Sizing map:
The bar under the picture is 20 um long.
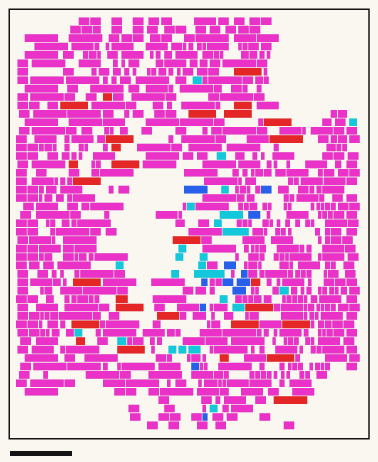
M4 wires:
Supply wires on this layer in gray.
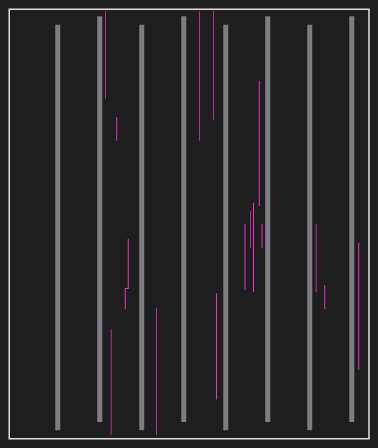
==> config.mk <==
export PLATFORM = sky130hd
export DESIGN_NAME = regfile_wb_arbiter
export DESIGN_NICKNAME = d
export VERILOG_FILES = /design/src/rtl/regfile_wb_arbiter.sv
export SDC_FILE = /design/constraint.sdc
export NUM_CORES = 1
export LEC_CHECK = 0
export CORE_ASPECT_RATIO = 1.2
export CORE_MARGIN = 1.5
export CORE_UTILIZATION = 43
export CTS_CLUSTER_SIZE = 8
export DETAILED_ROUTE_END_ITERATION = 6
export GPL_ROUTABILITY_DRIVEN = 0
export PLACE_DENSITY = 0.81
export SYNTH_ARGS = -nofsm -noshare
export SYNTH_HDL_FRONTEND = slang
export SYNTH_SLANG_ARGS = --single-unit
==> constraint.sdc <==
create_clock -name clk -period 2.8 [get_ports clk]
set_clock_uncertainty 0.1 [all_clocks]
set_input_delay 0.28 -clock clk [delete_from_list [all_inputs] [get_ports clk]]
set_output_delay 0.28 -clock clk [all_outputs]
set_load 0.05 [all_outputs]
==> run summary <==
Summary of implementation figures.

CTS
The cell at the root of the clock tree is clkbuf_16. CTS reports a maximum clock tree buffer depth of 2. The CTS tree is built. In this run, post-CTS repair resized a total of 0 instances. The level count of the clock H-tree is 4.

The clock buffer count from CTS is 17. Clock-pin slew was measured on the worst setup and hold paths at 0.06 ns. The number of buffers inserted by post-CTS setup repair is 0. For this design, the CTS-stage hold fixing added 0 buffers. As reported, the later end of the worst-skew pair has a clock insertion delay of 0.41 ns. Counting every sink on the clock net gives 154.

Global route
Entering global routing, the biggest net connects 77 pins. The initial antenna violation count came to 0. Global routing used 21.3% of the available tracks. Global route summary, busiest routing layer listed as met2. The met1 usage in global routing is 24.9%. Global routing used 36.4% of the available met2 tracks.

The via count of the first global-routing pass came to 5,205. The global routing report lists met3 layer usage as 5.83%. The global-route wire length before repair is 26.1 mm.

Hold path
The tightest min-delay check is of the in -> reg type. The worst hold path cell count is 5.

Synth
Of all flip-flops after synthesis, the portion carrying an async set or reset was 0%. The sequential element share of the synthesized area is 58.3%. The number of different library cells used by synthesis comes to 49. The number of nets in the synthesized netlist is 701. By area the synthesized netlist is led by edfxtp_1 34%, dfxtp_1 24%, a21oi_1 5.5%, mux2i_1 5.0%, nand2_1 4.7%. The commonest cells after synthesis are 82 x nand2_1, 80 x dfxtp_1, 74 x edfxtp_1. The mapped netlist covers 6560 um^2. The synthesized design contains 74 enable-type register cells. The most popular library cell in the synthesized design by count is nand2_1. After synthesis, the largest area contributor takes up 33.9% of total cell area. The synthesized netlist was found by Yosys to have 609 cells.

During synthesis, Yosys emitted a total of 0 warnings. Of all cell types, the one taking the most synthesized area is edfxtp_1. The number of cells produced by synthesis is 609. The synthesis-stage register bit count is 154.

In the synthesized netlist the dominant register cell turns out to be dfxtp_1. The yosys stat chip area is 6560 um^2.

Placement
The sum of net half-perimeters after detailed placement is 11.6 mm. The buffer_ports step reported a buffer count of 193.

Worst setup path
The data arrival time of the critical path is 1.80 ns. The worst setup path is launched from a flop. In the setup report, the worst path falls into the class reg -> out. The number of buffer and inverter stages on the critical path is 1. The path depth of the worst reg2reg path is 5. The cell with the largest stage delay on the worst path is clkdlybuf4s50_1. In this run the number of cells on the critical path is 2. The report shows a maximum critical-path fanout of 4. Listed in order, past its start point the critical path passes nor2_1 -> clkdlybuf4s50_1. The sort of element at the end of the critical path is a primary output. Broken down by cell family, the worst path's largest delay share belongs to buffers and inverters. The critical path endpoint has a required time of 2.42 ns. STA reports a reg2reg setup slack of 0.73 ns.

Cells and area
In the final layout, the multi-input gates occupy 2270 um^2. After the last flow step, the layout net total stands at 857. The number of fillers in the final layout is 1,286. The antenna diode count is 0.

The register with the most flip-flops in the layout has 74 of them. The sequential cells in the finished layout cover a total of 3820 um^2. The final design utilization is 60.3%.

The ratio of cells with drive above 1 in the final layout is 8.23%.

Run status
The run finished with clean final reports.

Die
In this run the horizontal extent of the chip is 116 um. According to the I/O placement log, the pin count is 194. Once the floorplan was initialized, standard cells occupied 43.8% of the core. The vertical die dimension is 138 um. The core region is 15,000 um^2. The total number of placement rows is 49.

Drt
The iteration-0 DRC count of the detailed router is 391. Per the post-route antenna check, the number of violating nets is 0. The average vias per placed instance is 5.27. In the log, the iteration count for the first detailed-route pass is 6. The routed wirelength normalized by instance count is 17.0 um. The routed layout reports a DRC error count of 0.

STA
The final hold violation count recorded for this run is 0. At the pin with the least slew margin, the transition time is 0.862 ns. The maximum clock frequency is 458 MHz. Setup repair after global routing left no endpoint under its margin.

The total negative slack is 0 ns. Counting pins that exceed their max-slew limit in the final report gives 0. The minimum clock period is 2.18 ns.

Across all hold checks on the routed design, the worst slack comes to 0.297 ns.

Run
The number of maximum-capacitance violations recorded for the run is 0. The number of logged tool warnings is 26.

Pwr
The cell leakage power is 2.99 nW. The worst supply voltage drop on vdd is 584 uV. The total power per unit cell area is 892 nW/um^2.
About 'sizing map':
Key: _6 and larger = red [cells 28, share 3.6%, most used clkbuf_16]; _2 cells = blue [cells 12, share 1.5%, most used or2_2]; _3 and _4 cells = cyan [cells 24, share 3.1%, most used buf_4]; _0 and _1 cells = magenta [cells 714, share 92%, most used clkdlybuf4s50_1]
buffer count excluding the clock tree in the final layout: 207
post-route cell area: 9020 um^2
fin worst setup slack: 0.616 ns
layout overhead on the synthesized area: 37.5%

About 'M4 wires':
The layer carries 422 um of wire. 15 nets have wire on it. The layer holds 2.5% of the routed length. The longest straight run is 41.5 um.
Routed WL: 16.7 mm
Via Count: 5,177

-- cell families (layout without fill, tap and decap cells) --
group	count (synthesis)	after routing	share of synthesized area [%]
multiplexers	34	34	5.21
buffers and inverters	75	244	7.36
flip-flops	154	154	58.3
adder cells (fa/ha/maj)	3	3	0.572
XOR/XNOR	10	10	1.34
AND-OR/OR-AND	153	153	14.3
AND/OR/NAND/NOR	180	180	13.0
-- metrics by stage --
stage | power, W | area, um^2 | cells | setup WS (ns)
2_1_floorplan | 0.00500 | 6560 | 609 | 0.00353
3_3_place_gp | 0.00572 | 8410 | 950 | 0.492
3_5_place_dp | 0.00576 | 8410 | 950 | 0.424
4_1_cts | 0.00810 | 9020 | 982 | 0.588
5_1_grt | 0.00841 | 9020 | 982 | 0.473
6_report | 0.00804 | 9020 | 982 | 0.616
-- report_power, final --
group / total [W] / switching, W / leakage [nW] / internal [W]
clock network: 0.00232 / 0.000976 / 0.295 / 0.00135
logic: 0.00290 / 0.00189 / 1.36 / 0.00101
registers: 0.00281 / 0.000197 / 1.33 / 0.00262
-- tightest hold or removal path, delay by kind of cell --
| kind | cells | cell delay [ns] |
|---|---|---|
| buf+inv | 1 | 0.09 |
| simple gates | 3 | 0.31 |
| xor+xnor | 1 | 0.10 |
-- cells in the final DEF (no fill, tap or decap), types with 7 or more instances in the layout --
master           count
dfxtp_1             79
mux2i_1             33
o211ai_1            35
nand2_1             82
nor3_1               7
buf_4               14
clkbuf_16           17
nor2_1              22
nand3_1             38
clkdlybuf4s50_1    191
edfxtp_1            74
o21ai_0             31
a21oi_1             72
-- cell type report --
cell class	count	area share, %
clock buffer	17	4.72
clock inverter	15	2.03
inverter	5	0.208
multi-input combinational	380	25.1
sequential	154	42.4
tap	204	2.83
timing repair buffer	207	22.6
-- per-layer routing --
metal,wire length [um],part of all wire (%)
met5,0,0
met4,422,2.5
met2,8390,50
met1,6670,40
met3,1180,7.1
No activity file was given, so power comes from the tool's default toggle rates.
